run_1/wires.png
Only two layers are drawn.
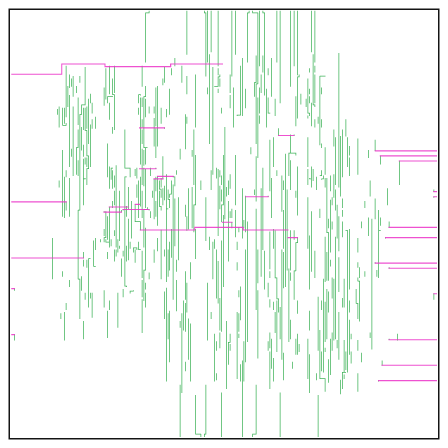
run_1/flops_by_reg.png
Scale bar: 20 um. Other sequential cells in the stronger gray, the rest of the logic in the fainter gray.
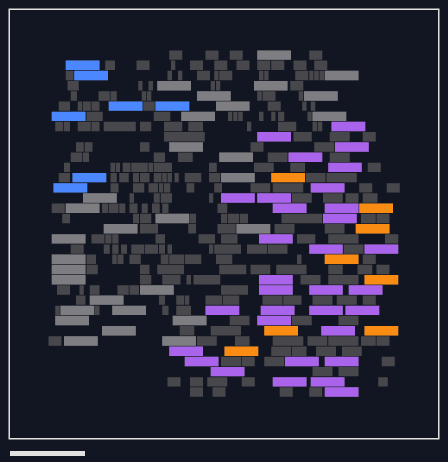
run_1/io_fan.png
Scale bar: 20 um.
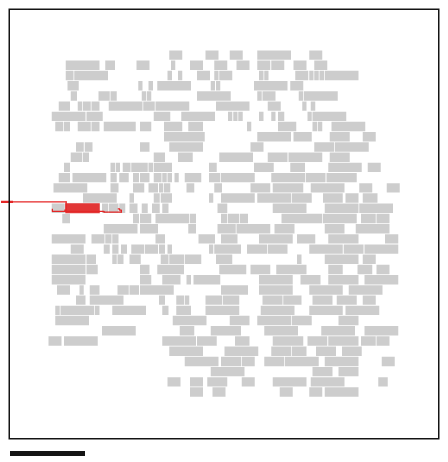
`src/rtl/mcu_seq_pkg.sv`:
```
// mcu_seq_pkg: shared state type and constants for the 8051 multiplier sequencer.
package mcu_seq_pkg;
  typedef enum logic [2:0] {IDLE, LOAD, LOAD_END, SETTLE, READ, DONE} state_e;
  localparam logic [1:0] BYTE_MSB = 2'd0;
  localparam logic [1:0] BYTE_LSB = 2'd3;
  localparam int SYNC_DEPTH = 2;
endpackage

```
`src/rtl/sync_edge.sv`:
```
// sync_edge: synchronizes an asynchronous strobe and flags its rising edge for one clock.
module sync_edge import mcu_seq_pkg::*; #(
  parameter int DEPTH = SYNC_DEPTH
) (
  input  logic clk,
  input  logic rst_n,
  input  logic d_i,
  output logic ev_o
);
  logic [DEPTH-1:0] s_q;
  logic prev_q, vld_q, arm_q;
  // arm_q requires a genuinely sampled low first, so a strobe held across reset release is not an edge
  always_ff @(posedge clk or negedge rst_n) begin
    if (!rst_n) begin
      s_q    <= '0;
      prev_q <= 1'b0;
      vld_q  <= 1'b0;
      arm_q  <= 1'b0;
    end else begin
      s_q    <= {s_q[DEPTH-2:0], d_i};
      prev_q <= s_q[DEPTH-1];
      vld_q  <= 1'b1;
      arm_q  <= arm_q | (vld_q & ~s_q[0]);
    end
  end
  assign ev_o = s_q[DEPTH-1] & ~prev_q & arm_q;
endmodule

```
`src/rtl/mcu_mul_sequencer.sv`:
```
// mcu_mul_sequencer: turns 8051 port strobes into a 16x16 multiplier load, settle and readout.
// Define MCU_SEQ_TIMEOUT_EN to build the load-phase watchdog.
module mcu_mul_sequencer import mcu_seq_pkg::*; #(
  parameter int SETTLE_CYCLES  = 100,
  parameter int TIMEOUT_CYCLES = 4096
) (
  input  logic       clk,
  input  logic       rst_n,
  input  logic [7:0] mcu_data_in,
  input  logic       mcu_wr,
  input  logic       mcu_rd,
  output logic [7:0] mcu_data_out,
  output logic       mcu_ack,
  output logic       mcu_busy,
  output logic       mcu_err,
  output logic [7:0] mul_bus,
  output logic [1:0] mul_in_sel,
  output logic       mul_in_en,
  output logic [1:0] mul_out_sel,
  output logic       mul_out_en,
  input  logic [7:0] mul_bus_rd
);
  localparam int CW = $clog2(SETTLE_CYCLES + 1);
  state_e state_q, state_d;
  logic [1:0] idx_q, idx_d, widx, in_sel_q, in_sel_d, out_sel_q, out_sel_d;
  logic [CW-1:0] cnt_q, cnt_d;
  logic [3:0][7:0] res_q, res_d;
  logic [7:0] dout_q, dout_d, bus_q, bus_d;
  logic ack_q, ack_d, err_q, err_d, in_en_q, in_en_d, out_en_q, out_en_d;
  logic wr_ev, rd_ev, wr_ok;
`ifdef MCU_SEQ_TIMEOUT_EN
  localparam int TW = $clog2(TIMEOUT_CYCLES + 1);
  logic [TW-1:0] tcnt_q, tcnt_d;
  always_ff @(posedge clk or negedge rst_n) begin
    if (!rst_n) tcnt_q <= '0;
    else tcnt_q <= tcnt_d;
  end
`endif
  sync_edge u_wr_sync (.clk(clk), .rst_n(rst_n), .d_i(mcu_wr), .ev_o(wr_ev));
  sync_edge u_rd_sync (.clk(clk), .rst_n(rst_n), .d_i(mcu_rd), .ev_o(rd_ev));
  always_ff @(posedge clk or negedge rst_n) begin
    if (!rst_n) begin
      state_q   <= IDLE;
      idx_q     <= '0;
      cnt_q     <= '0;
      res_q     <= '0;
      dout_q    <= '0;
      bus_q     <= '0;
      ack_q     <= 1'b0;
      err_q     <= 1'b0;
      in_sel_q  <= '0;
      in_en_q   <= 1'b0;
      out_sel_q <= '0;
      out_en_q  <= 1'b0;
    end else begin
      state_q   <= state_d;
      idx_q     <= idx_d;
      cnt_q     <= cnt_d;
      res_q     <= res_d;
      dout_q    <= dout_d;
      bus_q     <= bus_d;
      ack_q     <= ack_d;
      err_q     <= err_d;
      in_sel_q  <= in_sel_d;
      in_en_q   <= in_en_d;
      out_sel_q <= out_sel_d;
      out_en_q  <= out_en_d;
    end
  end
  // a write in DONE abandons the result and restarts the operand load at the MSB
  assign wr_ok = wr_ev && (state_q == IDLE || state_q == LOAD || state_q == DONE);
  assign widx  = (state_q == DONE) ? BYTE_MSB : idx_q;
  always_comb begin
    state_d   = state_q;
    idx_d     = idx_q;
    cnt_d     = cnt_q;
    res_d     = res_q;
    dout_d    = dout_q;
    bus_d     = bus_q;
    ack_d     = 1'b0;
    err_d     = err_q;
    in_sel_d  = in_sel_q;
    in_en_d   = in_en_q;
    out_sel_d = out_sel_q;
    out_en_d  = out_en_q;
`ifdef MCU_SEQ_TIMEOUT_EN
    tcnt_d    = '0;
`endif
    if (wr_ok) begin
      bus_d    = mcu_data_in;
      in_sel_d = widx;
      in_en_d  = 1'b1;
      ack_d    = 1'b1;
      idx_d    = widx + 2'd1;
      cnt_d    = '0;
      state_d  = (widx == BYTE_LSB) ? LOAD_END : LOAD;
      err_d    = (state_q == IDLE) ? 1'b0 : err_q;
    end else begin
      if (wr_ev || (rd_ev && state_q != DONE)) err_d = 1'b1;
      case (state_q)
`ifdef MCU_SEQ_TIMEOUT_EN
        LOAD: begin
          if (tcnt_q == TW'(TIMEOUT_CYCLES - 1)) begin
            in_en_d = 1'b0;
            err_d   = 1'b1;
            idx_d   = BYTE_MSB;
            state_d = IDLE;
          end else tcnt_d = tcnt_q + TW'(1);
        end
`endif
        LOAD_END: begin
          cnt_d = cnt_q + CW'(1);
          if (cnt_q == CW'(1)) begin
            in_en_d = 1'b0;
            cnt_d   = '0;
            state_d = SETTLE;
          end
        end
        SETTLE: begin
          cnt_d = cnt_q + CW'(1);
          if (cnt_q == CW'(SETTLE_CYCLES - 1)) begin
            cnt_d     = '0;
            out_en_d  = 1'b1;
            out_sel_d = BYTE_MSB;
            idx_d     = BYTE_MSB;
            state_d   = READ;
          end
        end
        READ: begin
          cnt_d = CW'(1);
          if (cnt_q == CW'(1)) begin
            res_d[idx_q] = mul_bus_rd;
            cnt_d        = '0;
            idx_d        = idx_q + 2'd1;
            out_sel_d    = (idx_q == BYTE_LSB) ? idx_q : idx_q + 2'd1;
            out_en_d     = idx_q != BYTE_LSB;
            state_d      = (idx_q == BYTE_LSB) ? DONE : READ;
          end
        end
        DONE: begin
          if (rd_ev) begin
            dout_d  = res_q[idx_q];
            ack_d   = 1'b1;
            idx_d   = idx_q + 2'd1;
            state_d = (idx_q == BYTE_LSB) ? IDLE : DONE;
          end
        end
        default: ;
      endcase
    end
  end
  assign mcu_data_out = dout_q;
  assign mcu_ack      = ack_q;
  assign mcu_busy     = state_q inside {LOAD_END, SETTLE, READ};
  assign mcu_err      = err_q;
  assign mul_bus      = bus_q;
  assign mul_in_sel   = in_sel_q;
  assign mul_in_en    = in_en_q;
  assign mul_out_sel  = out_sel_q;
  assign mul_out_en   = out_en_q;
endmodule

```
`config.mk`:
```
export PLATFORM = sky130hd
export DESIGN_NAME = mcu_mul_sequencer
export DESIGN_NICKNAME = d
export VERILOG_FILES = /design/src/rtl/mcu_seq_pkg.sv /design/src/rtl/sync_edge.sv /design/src/rtl/mcu_mul_sequencer.sv
export SDC_FILE = /design/constraint.sdc
export NUM_CORES = 1
export LEC_CHECK = 0
export CELL_PAD_IN_SITES_DETAIL_PLACEMENT = 0
export CELL_PAD_IN_SITES_GLOBAL_PLACEMENT = 2
export CORE_MARGIN = 10
export CORE_UTILIZATION = 42
export CTS_CLUSTER_SIZE = 30
export DETAILED_ROUTE_END_ITERATION = 10
export PLACE_DENSITY = 0.81
export SYNTH_ARGS = -nofsm -noshare
export SYNTH_HDL_FRONTEND = slang
export SYNTH_SLANG_ARGS = --single-unit
```
`constraint.sdc`:
```
create_clock -name clk -period 4.3 [get_ports clk]
set_input_delay 0.86 -clock clk [delete_from_list [all_inputs] [get_ports clk]]
set_output_delay 0.86 -clock clk [all_outputs]
set_load 0.02 [all_outputs]
```
==> Slide: Implementation Results, run 1 <==
Run Summary

STA
  • Slew margin rel.: 0.351
  • Worst hold slack: roughly 0.38 ns
  • Final critical path time including I/O delays and setup: about 3.1 ns
  • Max-slew violations: 0
  • Post-layout period usage: 0.713
  • Setup skew after layout: 0.00897 ns
  • Max Fclk: 326 MHz
  • Sum of negative setup slack: 0 ns
  • Slew at the pin with the worst max-slew slack: 0.974 ns
  • Worst Slack Setup Final: 1.24 ns
  • Setup repair after global routing missed its margin: no
  • Total count of hold-check failures in the final report: 0
  • Final setup violating endpoints: 0

Floorplanning
  • Floorplan-stage core utilization: 0.428
  • Vertical die dimension: 114 um
  • Number of placement rows: 34
  • Die footprint: approximately 0.013 mm^2
  • Core Box Area: 0.00868 mm^2
  • Horizontal die dimension: 114 um

Layout
  • Dominant logic cell type in the layout: sky130_fd_sc_hd__dfrtp_1
  • Final standard cell area without fillers: 0.00446 mm^2
  • Ant diodes: 0
  • Number of filler cells placed in the layout: 778
  • Most frequent logic cells in the routed design: sky130_fd_sc_hd__dfrtp_1 (77), sky130_fd_sc_hd__clkdlybuf4s50_1 (43), sky130_fd_sc_hd__mux2_4 (32), sky130_fd_sc_hd__nand2_1 (28), sky130_fd_sc_hd__o21ai_0 (11)
  • Share of final-layout standard cells stronger than drive strength 1: 0.232
  • Gate Area: about 0.0017 mm^2
  • Area added between synthesis and finish: 20.1%
  • Post-route non-filler standard cell count: 436

Logic synthesis
  • Synth mux share: 0.214
  • Post-synthesis share of cell area spent on xor and xnor gates: 0
  • Yosys stat cell total: 277
  • Summed standard-cell area reported by yosys: 0.00371 mm^2
  • Post-synthesis compound-gate area fraction: 0.0782
  • Post-Syn Area: 0.00371 mm^2
  • Async set or reset register ratio after synthesis: 1.00
  • Most frequent cell after synthesis: sky130_fd_sc_hd__dfrtp_1
  • Largest non-sequential cell family by area: multiplexers
  • Post-Synthesis Net Count: 306
  • Adder share: 0.0303
  • Synth Flop Type: sky130_fd_sc_hd__dfrtp_1
  • Warning count from the yosys run: 0
  • Ranking of synthesized cells by instance count: sky130_fd_sc_hd__dfrtp_1 (77), sky130_fd_sc_hd__mux2_4 (32), sky130_fd_sc_hd__nand2_1 (28)
  • Flop and latch count out of synthesis: 77
  • Cell count after synthesis: 277
  • Top cells by area, synth: sky130_fd_sc_hd__dfrtp_1 (52%), sky130_fd_sc_hd__mux2_4 (13%), sky130_fd_sc_hd__mux4_2 (4.9%)
  • Mean area per synthesized cell: 13.4 um^2
  • Seq/Total Area, Yosys: 0.519
  • Basic-gate share of the synthesized area counting and, or, nand and nor cells: 0.136
  • Cell type with the largest total area after synthesis: sky130_fd_sc_hd__dfrtp_1
  • Count of unique library cells instantiated by Yosys: 52

Placed design
  • Pre-CTS WS: between 1.5 and 2 ns
  • Count of placed standard cells including taps: 420
  • Half-perimeter wire length after placement: 5210 um
  • Final Wtd Congestion: 0.823
  • Placed cell area: 0.00424 mm^2

Pwr
  • Cell-internal power: roughly 1.5 mW
  • Clk. pwr: ~0.60 mW
  • Switching component of the power: approximately 0.77 mW
  • Combinational Power Share: 0.310
  • Post-layout power: 2.27 mW
  • Clock network fraction of design power: 0.265
  • Switching share of total power: 0.340
  • Power attributed to combinational cells: 0.703 mW
  • Worst VDD drop: approximately 0.00024 V
  • Sequential fraction of design power: 0.425

Worst setup path
  • Cells on worst reg2reg path: 5
  • Timing startpoint of the critical path: state_q[2]
  • Worst setup path endpoint: mcu_busy
  • Critical path start-end classification: flop to primary output
  • Data arrival time of the critical path: 2.20 ns
  • Critical Path End Type: primary output
  • Worst reg2reg path endpoint: mcu_data_out[0]
  • CP Data Required Time: 3.44 ns
  • Reg2Reg Launch Point: state_q[2]
  • Startpoint type of the worst setup path: flop
  • R2R Setup Slk: ~2 ns
  • Biggest fanout along the worst timing path: 16

Routing
  • First-pass DRT Iterations: 4
  • Count of nets left with antenna violations after detail routing: 0
  • Detail Route met3 WL: 327 um
  • DR WL met2: 3840 um
  • First DRT Iteration DRCs: 54
  • Vias per cell: 5.30
  • Post-route DRC: 0
  • WL met1: 3560 um
  • Top Layer Used: met4

Hold path
  • Number of instances on the worst hold path: 0
  • Destination of the worst hold path: u_rd_sync.s_q[1]
  • Type of the worst min-delay path: flop to flop
  • Launch instance of the worst min-delay path: u_rd_sync.s_q[0]

Outcome
  • Result of the run: complete, no violations

CTS
  • Clk sink count: 77
  • Clock root cell: sky130_fd_sc_hd__clkbuf_8
  • H-Tree Depth: 3
  • CTS tree: built
  • Cts bufs inserted: 9
  • Number of buffers inserted by hold repair at cts: 0
  • Clock transition at the register clock pins on the worst setup and hold paths after CTS: around 0.080 ns
  • Insertion delay of the later-clocked pin in the worst-skew pair: 0.34 ns
  • Resize count post-CTS: 0
  • Count of buffers added by post-CTS timing repair for setup: 0
  • Maximum buffer depth of the clock tree: 2

Global routing
  • Largest net degree at the start of global routing: 78
  • Wire length of the first global-routing pass: 13000 um
  • Number of global-route vias before repair: around 2500
  • Initial antenna violation count: 0
  • Met1 Resource Use GR: 0.156
  • Met3 capacity usage during global routing: 0.0289
  • Layer with the highest usage after global routing: met2
  • GR met2 Demand/Resource: 0.200

Run
  • Total of max-cap violations: 0
Notes on wires.png above:
Magenta stands for metal 3, wire length 327 um. Green stands for metal 2, wire length 3840 um.
wire per inst: 17.9 um
wire length after detailed routing: 7820 um
global-route total usage across every layer: 0.123
total number of vias: 2312

Notes on flops_by_reg.png above:
Orange stands for mcu_data_out, placed flops 8. Blue stands for cnt_q, placed flops 7, where north-west. Purple stands for res_q, placed flops 32.
Another 30 sequential cells are not colored.
register fraction of the total cell area: 0.432
Sequential cell area: 0.00193 mm^2
final core occ: 0.514
Seq power: 0.962 mW

Notes on io_fan.png above:
Red stands for mul_in_en, bits 1, direction output, end cells 1, buffers 1, wire 38.2 um.
Port Buffer Count: 44
number of top-level pins: 45

run 1: worst max-delay path, stage by stage (launching register included):
cell and delay, ns:
sky130_fd_sc_hd__dfrtp_1 0.61, sky130_fd_sc_hd__nor3b_1 0.40, sky130_fd_sc_hd__nor2_1 0.16, sky130_fd_sc_hd__inv_1 0.10, sky130_fd_sc_hd__clkdlybuf4s50_1 0.60
run 1: flip-flops by register name (all words and copies together), names as in the netlist, 2 cells and up:
register and count:
mul_in_sel 2, mul_bus 8, u_rd_sync.s_q 2, state_q 3, u_wr_sync.s_q 2, idx_q 2, cnt_q 7, res_q 32
mul_out_sel 2, mcu_data_out 8
run 1: final cells by class:
class,count,share of cell area
multi-input combinational,182,0.383
sequential,77,0.432
clock buffer,10,0.0286
tap,108,0.0303
clock inverter,6,0.0194
inverter,8,0.00674
timing repair buffer,45,0.0999
run_1/layer_met1.png
Scale bar: 20 um. Supply wires on this layer in gray. Cells faint in the background.
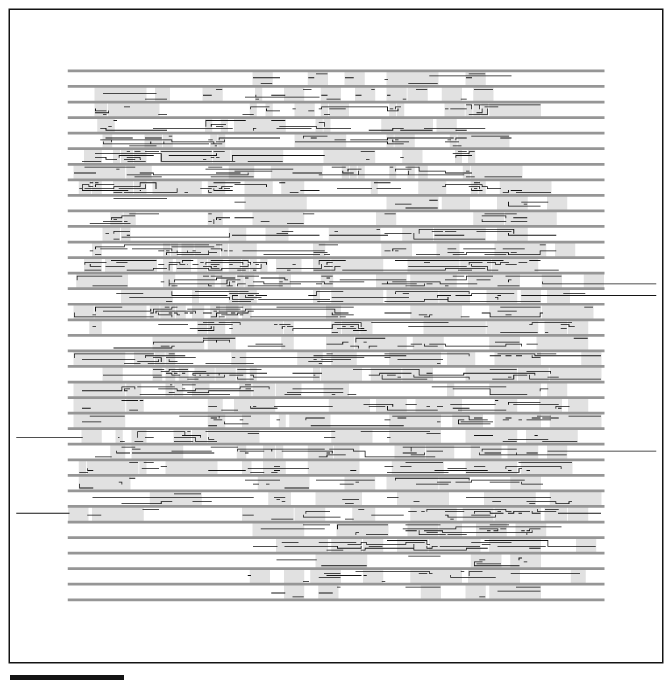

==> inputs of run 2 (changes only) <==
CORE_UTILIZATION = 39   (was 42)
PLACE_DENSITY = 0.76   (was 0.81)
clock period = 3.1 ns   (was 4.3 ns; I/O delays follow)
run_2/layer_met1.png
Scale bar: 20 um. Supply wires on this layer in gray. Cells faint in the background.
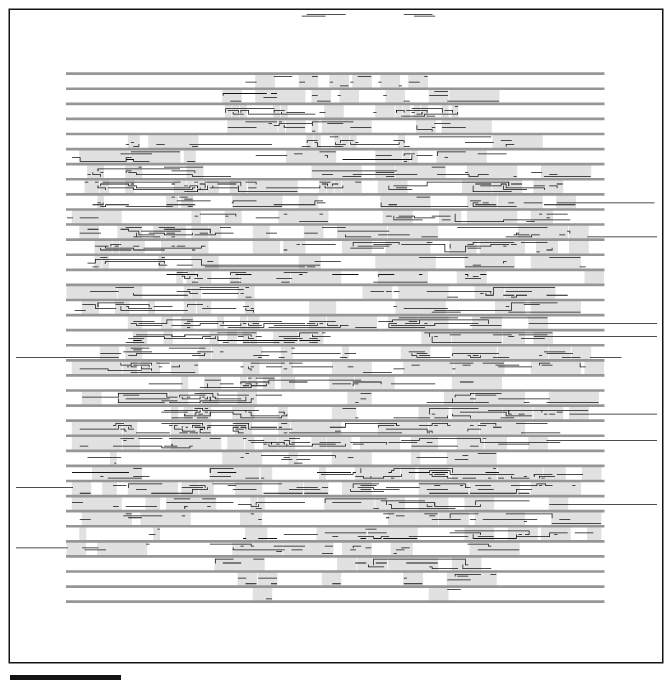
The layer carries 3430 um of wire. The layer holds 45% of the routed length.
met1 Resource Use GR: 0.144
total number of vias: 2306
wire length after detailed routing: 7610 um

==> Slide: Implementation Results, run 2 <==
Run Summary

CTS
  • Resize count post-CTS: 0 (unchanged)
  • H-Tree Depth: 3 (unchanged)
  • Count of buffers added by post-CTS timing repair for setup: 0 (unchanged)
  • CTS tree: built
  • Number of buffers inserted by hold repair at cts: 0 (unchanged)
  • Clk sink count: 77 (unchanged)
  • Maximum buffer depth of the clock tree: 2 (unchanged)
  • Clock transition at the register clock pins on the worst setup and hold paths after CTS: 0.08 ns (about the same)
  • Cts bufs inserted: 9 (unchanged)
  • Insertion delay of the later-clocked pin in the worst-skew pair: 0.35 ns (about the same)
  • Clock root cell: sky130_fd_sc_hd__clkbuf_8

Logic synthesis
  • Summed standard-cell area reported by yosys: 0.00371 mm^2 (unchanged)
  • Flop and latch count out of synthesis: 77 (unchanged)
  • Post-Syn Area: 0.00371 mm^2 (unchanged)
  • Post-synthesis share of cell area spent on xor and xnor gates: 0 (unchanged)
  • Ranking of synthesized cells by instance count: sky130_fd_sc_hd__dfrtp_1 (77), sky130_fd_sc_hd__mux2_4 (32), sky130_fd_sc_hd__nand2_1 (28)
  • Mean area per synthesized cell: 13.4 um^2 (unchanged)
  • Basic-gate share of the synthesized area counting and, or, nand and nor cells: 0.136 (unchanged)
  • Cell count after synthesis: 277 (unchanged)
  • Most frequent cell after synthesis: sky130_fd_sc_hd__dfrtp_1
  • Post-synthesis compound-gate area fraction: 0.0782 (unchanged)
  • Count of unique library cells instantiated by Yosys: 52 (unchanged)
  • Synth mux share: 0.214 (unchanged)
  • Top cells by area, synth: sky130_fd_sc_hd__dfrtp_1 (52%), sky130_fd_sc_hd__mux2_4 (13%), sky130_fd_sc_hd__mux4_2 (4.9%)
  • Largest non-sequential cell family by area: multiplexers
  • Seq/Total Area, Yosys: 0.519 (unchanged)
  • Cell type with the largest total area after synthesis: sky130_fd_sc_hd__dfrtp_1
  • Warning count from the yosys run: 0 (unchanged)
  • Post-Synthesis Net Count: 306 (unchanged)
  • Async set or reset register ratio after synthesis: 1.00 (unchanged)
  • Synth Flop Type: sky130_fd_sc_hd__dfrtp_1
  • Adder share: 0.0303 (unchanged)
  • Yosys stat cell total: 277 (unchanged)

Worst setup path
  • Critical Path End Type: primary output
  • CP Data Required Time: 2.48 ns (-0.96 ns)
  • Reg2Reg Launch Point: state_q[2]
  • Cells on worst reg2reg path: 4 (-1)
  • Chain of cells forming the critical path: nor3b_1 -> nor2_1 -> inv_1 -> clkdlybuf4s50_1
  • Buffer and inverter count on the worst path: 2 (unchanged)
  • Critical-path top delay cell: sky130_fd_sc_hd__dfrtp_1
  • Timing startpoint of the critical path: state_q[2]
  • Worst setup path endpoint: mcu_busy
  • Logic depth of the worst path, buffers included: 4 (unchanged)
  • Biggest fanout along the worst timing path: 16 (unchanged)
  • Top cell family by delay on the critical path: buffers and inverters
  • R2R Setup Slk: 1.02 ns (-1.02 ns)
  • Worst reg2reg path endpoint: mcu_data_out[2]
  • Highest cell delay on the worst timing path: 0.61 ns (about the same)
  • Startpoint type of the worst setup path: flop
  • Data arrival time of the critical path: 2.22 ns (+0.02 ns)
  • Critical path start-end classification: flop to primary output

Outcome
  • Result of the run: complete, no violations

Layout
  • Sequential cell area: 0.00193 mm^2 (unchanged)
  • Logic inverters: 8 (unchanged)
  • Gate Area: 0.00171 mm^2 (unchanged)
  • Dominant logic cell type in the layout: sky130_fd_sc_hd__dfrtp_1
  • Final standard cell area without fillers: 0.00448 mm^2 (+0.53%)
  • Ant diodes: 0 (unchanged)
  • Largest class: flip-flops and latches
  • Number of clock buffers in the layout: 10 (unchanged)
  • Register containing the most flip-flops in the final layout: res_q
  • Number of non-clock buffers in the layout: 48 (+6.7%)
  • Flip-flop count of the largest register after layout: 32 (unchanged)
  • Share of final-layout standard cells stronger than drive strength 1: 0.236 (+0.00466)
  • Buffer share of cell area: 0.104 (+0.00450)
  • Most frequent logic cells in the routed design: sky130_fd_sc_hd__dfrtp_1 (77), sky130_fd_sc_hd__clkdlybuf4s50_1 (43), sky130_fd_sc_hd__mux2_4 (32), sky130_fd_sc_hd__nand2_1 (28), sky130_fd_sc_hd__o21ai_0 (11)
  • Number of filler cells placed in the layout: 824 (+5.9%)
  • Fraction of area in multi-input gates: 0.381 (-0.00203)
  • Area added between synthesis and finish: 20.7%
  • Multi-In Gates: 182 (unchanged)

Routing
  • Vias per cell: 5.02 (-5.3%)
  • WL met1: 3430 um (-3.7%)
  • Detail Route met3 WL: 241 um (-26%)
  • DR WL met2: 3810 um (-0.65%)
  • Top Layer Used: met4
  • Wire per inst: 16.6 um (-7.6%)
  • Post-route DRC: 0 (unchanged)
  • First-pass DRT Iterations: 4 (unchanged)
  • Count of nets left with antenna violations after detail routing: 0 (unchanged)
  • First DRT Iteration DRCs: 111 (+110%)

Placed design
  • Half-perimeter wire length after placement: 5300 um (+1.8%)
  • Pre-CTS WS: 0.657 ns (-0.955 ns)
  • Final Wtd Congestion: 0.729 (-12%)
  • Port Buffer Count: 44 (unchanged)
  • Placed cell area: 0.00429 mm^2 (+1.1%)

Pwr
  • Combinational Power Share: 0.342 (+0.032)
  • Power attributed to combinational cells: 1.05 mW (+49%)
  • Sequential fraction of design power: 0.416 (-0.009)
  • Worst VDD drop: 0.000346 V (+46%)
  • Clk. pwr: 0.744 mW (+24%)
  • Switching share of total power: 0.345 (+0.00425)
  • Clock network fraction of design power: 0.243 (-0.022)
  • Cell-internal power: 2.01 mW (+34%)

Hold path
  • Type of the worst min-delay path: flop to flop
  • Launch instance of the worst min-delay path: u_rd_sync.s_q[0]
  • Number of instances on the worst hold path: 0 (unchanged)

Floorplanning
  • Number of placement rows: 35 (+2.9%)
  • Die footprint: 0.0138 mm^2 (+6.3%)
  • Horizontal die dimension: 118 um (+3.1%)
  • Number of top-level pins: 45 (unchanged)
  • Vertical die dimension: 118 um (+3.1%)
  • Total number of tap cells: 129 (+19%)
  • Core Box Area: 0.00924 mm^2 (+6.5%)

STA
  • Slew at the pin with the worst max-slew slack: 0.980 ns (+0.00540 ns)
  • Final critical path time including I/O delays and setup: 2.84 ns
  • Setup repair after global routing missed its margin: no
  • Slew margin rel.: 0.347 (-0.00360)
  • Max Fclk: ~350 MHz
  • Setup skew after layout: 0.0136 ns (+0.00461 ns)
  • Final setup violating endpoints: 0 (unchanged)
  • Worst Slack Setup Final: 0.264 ns (-0.971 ns)
  • Max-slew violations: 0 (unchanged)
  • Post-layout period usage: 0.915
  • Total count of hold-check failures in the final report: 0 (unchanged)
  • Sum of negative setup slack: 0 ns (unchanged)

Global routing
  • Wire length of the first global-routing pass: 13100 um (+0.75%)
  • Layer with the highest usage after global routing: met2
  • Global-route total usage across every layer: 0.116 (-0.00775)
  • Number of global-route vias before repair: 2464 (-3.0%)
  • Largest net degree at the start of global routing: 78 (unchanged)
  • Initial antenna violation count: 0 (unchanged)
  • Met3 capacity usage during global routing: 0.0293 (+0.000385)
  • GR met2 Demand/Resource: 0.186 (-0.0141)

Run
  • Total of max-cap violations: 0 (unchanged)
run_2/flops_by_reg.png
Scale bar: 20 um. Other sequential cells in the stronger gray, the rest of the logic in the fainter gray.
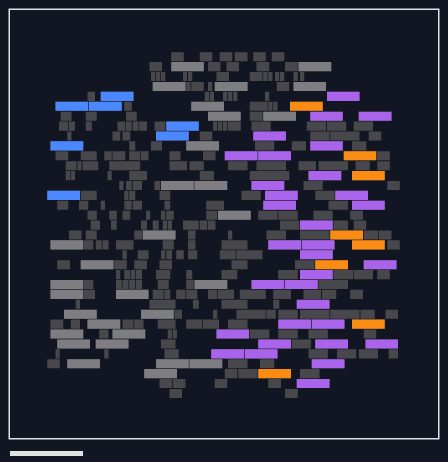
Orange stands for mcu_data_out, placed flops 8. Purple stands for res_q, placed flops 32. Blue stands for cnt_q, placed flops 7, where north-west.
register fraction of the total cell area: 0.430
final core occ: 0.485
Seq power: 1.28 mW

==> run 2: cell types whose count changed in the layout (fill, tap and decap cells not counted) <==
cell	before	now
sky130_fd_sc_hd__clkinv_4	0	2
sky130_fd_sc_hd__bufinv_16	2	1
sky130_fd_sc_hd__clkinvlp_4	1	0
sky130_fd_sc_hd__clkinv_2	2	1
sky130_fd_sc_hd__buf_4	2	5
==> run 2: through the flow <==
stage          std cells  utilization  hold WS [ns]  power [mW]
5_1_grt              459        0.485         0.396        3.28
3_3_place_gp         444        0.465         0.359        2.36
6_report             459        0.485         0.379        3.07
3_5_place_dp         444        0.465         0.363        2.36
2_1_floorplan        277            -         0.324        1.99
4_1_cts              459        0.485         0.384        3.13
run_2/congestion.png
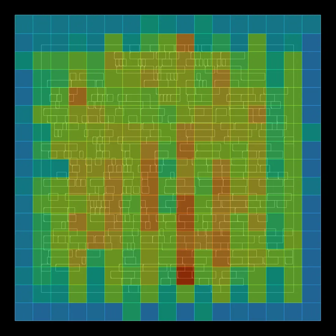

==> inputs of run 3 (changes only) <==
MAX_ROUTING_LAYER = met4   (was unset)
REMOVE_ABC_BUFFERS = 1   (was unset)
TNS_END_PERCENT = 30   (was unset)
run_3/congestion.png
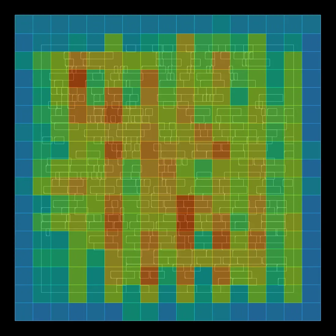
final core occ: 0.487
layer with the highest usage after global routing: met2

==> Slide: Implementation Results, run 3 <==
Run Summary

Routing
  • Post-route DRC: 0 (unchanged)
  • First-pass DRT Iterations: 4 (unchanged)
  • Wire length after detailed routing: 7670 um (+0.78%)
  • First DRT Iteration DRCs: 80 (-28%)
  • Vias per cell: 5.01 (-0.22%)
  • Wire per inst: 16.6 um (+0.34%)
  • Count of nets left with antenna violations after detail routing: 0 (unchanged)
  • Total number of vias: 2311 (+0.22%)

CTS
  • Resize count post-CTS: 0 (unchanged)
  • Clk sink count: 77 (unchanged)
  • H-Tree Depth: 3 (unchanged)
  • Cts bufs inserted: 9 (unchanged)
  • Insertion delay of the later-clocked pin in the worst-skew pair: 0.36 ns (about the same)
  • Clock transition at the register clock pins on the worst setup and hold paths after CTS: 0.08 ns (about the same)
  • Clock root cell: sky130_fd_sc_hd__clkbuf_8
  • Count of buffers added by post-CTS timing repair for setup: 0 (unchanged)
  • CTS tree: built
  • Number of buffers inserted by hold repair at cts: 0 (unchanged)
  • Maximum buffer depth of the clock tree: 2 (unchanged)

Logic synthesis
  • Warning count from the yosys run: 0 (unchanged)
  • Yosys stat cell total: 277 (unchanged)
  • Summed standard-cell area reported by yosys: 0.00371 mm^2 (unchanged)
  • Synth mux share: 0.214 (unchanged)
  • Basic-gate share of the synthesized area counting and, or, nand and nor cells: 0.136 (unchanged)
  • Async set or reset register ratio after synthesis: 1.00 (unchanged)
  • Post-synthesis share of cell area spent on xor and xnor gates: 0 (unchanged)
  • Count of unique library cells instantiated by Yosys: 52 (unchanged)
  • Top cells by area, synth: sky130_fd_sc_hd__dfrtp_1 (52%), sky130_fd_sc_hd__mux2_4 (13%), sky130_fd_sc_hd__mux4_2 (4.9%)
  • Most frequent cell after synthesis: sky130_fd_sc_hd__dfrtp_1
  • Largest non-sequential cell family by area: multiplexers
  • Flop and latch count out of synthesis: 77 (unchanged)
  • Synth Flop Type: sky130_fd_sc_hd__dfrtp_1
  • Adder share: 0.0303 (unchanged)
  • Cell count after synthesis: 277 (unchanged)
  • Mean area per synthesized cell: 13.4 um^2 (unchanged)
  • Cell type with the largest total area after synthesis: sky130_fd_sc_hd__dfrtp_1
  • Post-Syn Area: 0.00371 mm^2 (unchanged)
  • Number of flops mapped to enable cells by yosys: 0
  • Seq/Total Area, Yosys: 0.519 (unchanged)
  • Ranking of synthesized cells by instance count: sky130_fd_sc_hd__dfrtp_1 (77), sky130_fd_sc_hd__mux2_4 (32), sky130_fd_sc_hd__nand2_1 (28)
  • Fraction of synthesized cell area taken by the top area cell type: 0.519
  • Post-synthesis compound-gate area fraction: 0.0782 (unchanged)

STA
  • Worst Slack Setup Final: 0.375 ns (+0.110 ns)
  • Final critical path time including I/O delays and setup: 2.73 ns (-0.110 ns)
  • Worst hold slack: 0.376 ns (-0.00218 ns)
  • Sum of negative setup slack: 0 ns (unchanged)
  • Setup skew after layout: 0.0120 ns (-0.00158 ns)
  • Total count of hold-check failures in the final report: 0 (unchanged)
  • Max Fclk: 367 MHz (+4.1%)
  • Slew at the pin with the worst max-slew slack: 0.947 ns (-0.0322 ns)
  • Final setup violating endpoints: 0 (unchanged)
  • Slew margin rel.: 0.368 (+0.0215)
  • Max-slew violations: 0 (unchanged)
  • Setup repair after global routing missed its margin: no
  • Post-layout period usage: 0.879 (-0.0356)

Global routing
  • Number of global-route vias before repair: 2441 (-0.93%)
  • Wire length of the first global-routing pass: 13100 um (-0.11%)
  • Global-route total usage across every layer: 0.119 (+0.00308)
  • Initial antenna violation count: 0 (unchanged)
  • Total global routing overflow: 0
  • Largest net degree at the start of global routing: 78 (unchanged)

Layout
  • Dominant logic cell type in the layout: sky130_fd_sc_hd__dfrtp_1
  • Number of nets in the layout: 356
  • Ant diodes: 0 (unchanged)
  • Sequential cell area: 0.00193 mm^2 (unchanged)
  • Gate Area: 0.00171 mm^2 (unchanged)
  • Area added between synthesis and finish: 21.3%
  • Flip-flop count of the largest register after layout: 32 (unchanged)
  • Share of final-layout standard cells stronger than drive strength 1: 0.244 (+0.00761)
  • Most frequent logic cells in the routed design: sky130_fd_sc_hd__dfrtp_1 (77), sky130_fd_sc_hd__clkdlybuf4s50_1 (43), sky130_fd_sc_hd__mux2_4 (32), sky130_fd_sc_hd__nand2_1 (28), sky130_fd_sc_hd__o21ai_0 (11)
  • Number of filler cells placed in the layout: 850 (+3.2%)
  • Register containing the most flip-flops in the final layout: res_q
  • Final standard cell area without fillers: 0.00450 mm^2 (+0.47%)

Worst setup path
  • R2R Setup Slk: 1.06 ns (+0.04 ns)
  • Critical path start-end classification: flop to primary output
  • Worst reg2reg path endpoint: cnt_q[2]
  • Timing startpoint of the critical path: state_q[1]
  • Critical Path End Type: primary output
  • Reg2Reg Launch Point: cnt_q[1]
  • Cells on worst reg2reg path: 7 (+3)
  • CP Data Required Time: 2.48 ns (about the same)
  • Worst setup path endpoint: mcu_busy
  • Critical-path top delay cell: sky130_fd_sc_hd__clkdlybuf4s50_1
  • Logic depth of the worst path, buffers included: 4 (unchanged)
  • Buffer and inverter count on the worst path: 2 (unchanged)
  • Biggest fanout along the worst timing path: 11 (-5)
  • Highest cell delay on the worst timing path: 0.60 ns (about the same)
  • Top cell family by delay on the critical path: buffers and inverters
  • Startpoint type of the worst setup path: flop
  • Data arrival time of the critical path: 2.11 ns (-0.11 ns)
  • Chain of cells forming the critical path: nor3b_1 -> nor2_1 -> inv_1 -> clkdlybuf4s50_1

Pwr
  • Clk. pwr: 0.783 mW (+5.2%)
  • Switching component of the power: 1.09 mW
  • Group drawing the most power: registers
  • Static leakage: between 2 and 2.5 nW
  • Combinational Power Share: 0.345 (+0.003)
  • Clock network fraction of design power: 0.251 (+0.008)
  • Pwr dens: 693 mW/mm^2
  • Sequential fraction of design power: 0.404 (-0.012)
  • Seq power: 1.26 mW (about the same)
  • Worst VDD drop: 0.000282 V (-19%)
  • Cell-internal power: 2.03 mW (+0.79%)
  • Post-layout power: 3.12 mW (+1.7%)
  • Switching share of total power: 0.351 (+0.00582)
  • Power attributed to combinational cells: 1.07 mW (about the same)

Hold path
  • Destination of the worst hold path: u_rd_sync.s_q[1]
  • Number of instances on the worst hold path: 0 (unchanged)
  • Launch instance of the worst min-delay path: u_rd_sync.s_q[0]
  • Type of the worst min-delay path: flop to flop

Placed design
  • Pre-CTS WS: 0.745 ns (+0.0877 ns)
  • Final Wtd Congestion: 0.795 (+9.1%)
  • Port Buffer Count: 44 (unchanged)
  • Half-perimeter wire length after placement: 5390 um (+1.7%)
  • Placed cell area: 0.00430 mm^2 (+0.17%)

Floorplanning
  • Number of placement rows: 35 (unchanged)
  • Vertical die dimension: 118 um (unchanged)
  • Number of top-level pins: 45 (unchanged)
  • Floorplan-stage core utilization: 0.402
  • Horizontal die dimension: 118 um (unchanged)
  • Core Box Area: 0.00924 mm^2 (unchanged)
  • Die footprint: 0.0138 mm^2 (unchanged)

Outcome
  • Result of the run: complete, no violations

Run
  • Total of max-cap violations: 0 (unchanged)
  • Total number of warnings across the stage logs: 31
run_3/io_fan.png
Scale bar: 20 um.
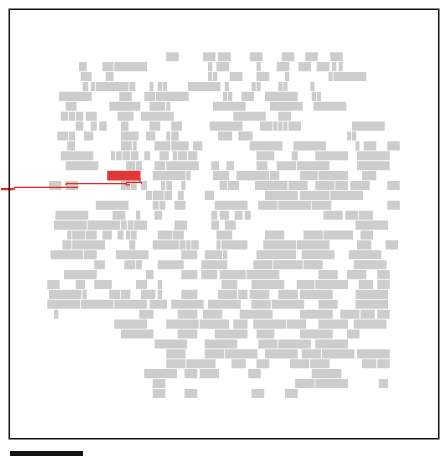
Red stands for mul_in_en, bits 1, direction output, end cells 1, buffers 1, wire 42.7 um.

[run 3: cell counts after synthesis]
No cell type changed its count.
[run 3: layer usage]
| layer | part of all wire | track usage |
|---|---|---|
| met5 | 0 | - |
| met4 | 0.013 | 0.0348 |
| met3 | 0.031 | 0.0365 |
| met2 | 0.49 | 0.182 |
| met1 | 0.47 | 0.147 |
[run 3: final cells by class]
class,count,area share
Inverter,8,0.00667
Clock buffer,9,0.0275
Clock inverter,7,0.0175
Sequential cell,77,0.428
Multi-Input combinational cell,182,0.379
Tap cell,129,0.0358
Timing Repair Buffer,49,0.106
[run 3: through the flow]
step / instances / utilization
6_report: 461 / 0.487
2_1_floorplan: 267 / -
3_3_place_gp: 445 / 0.465
4_1_cts: 461 / 0.487
3_5_place_dp: 445 / 0.465
5_1_grt: 461 / 0.487
Power is estimated from default activity; no workload was simulated.
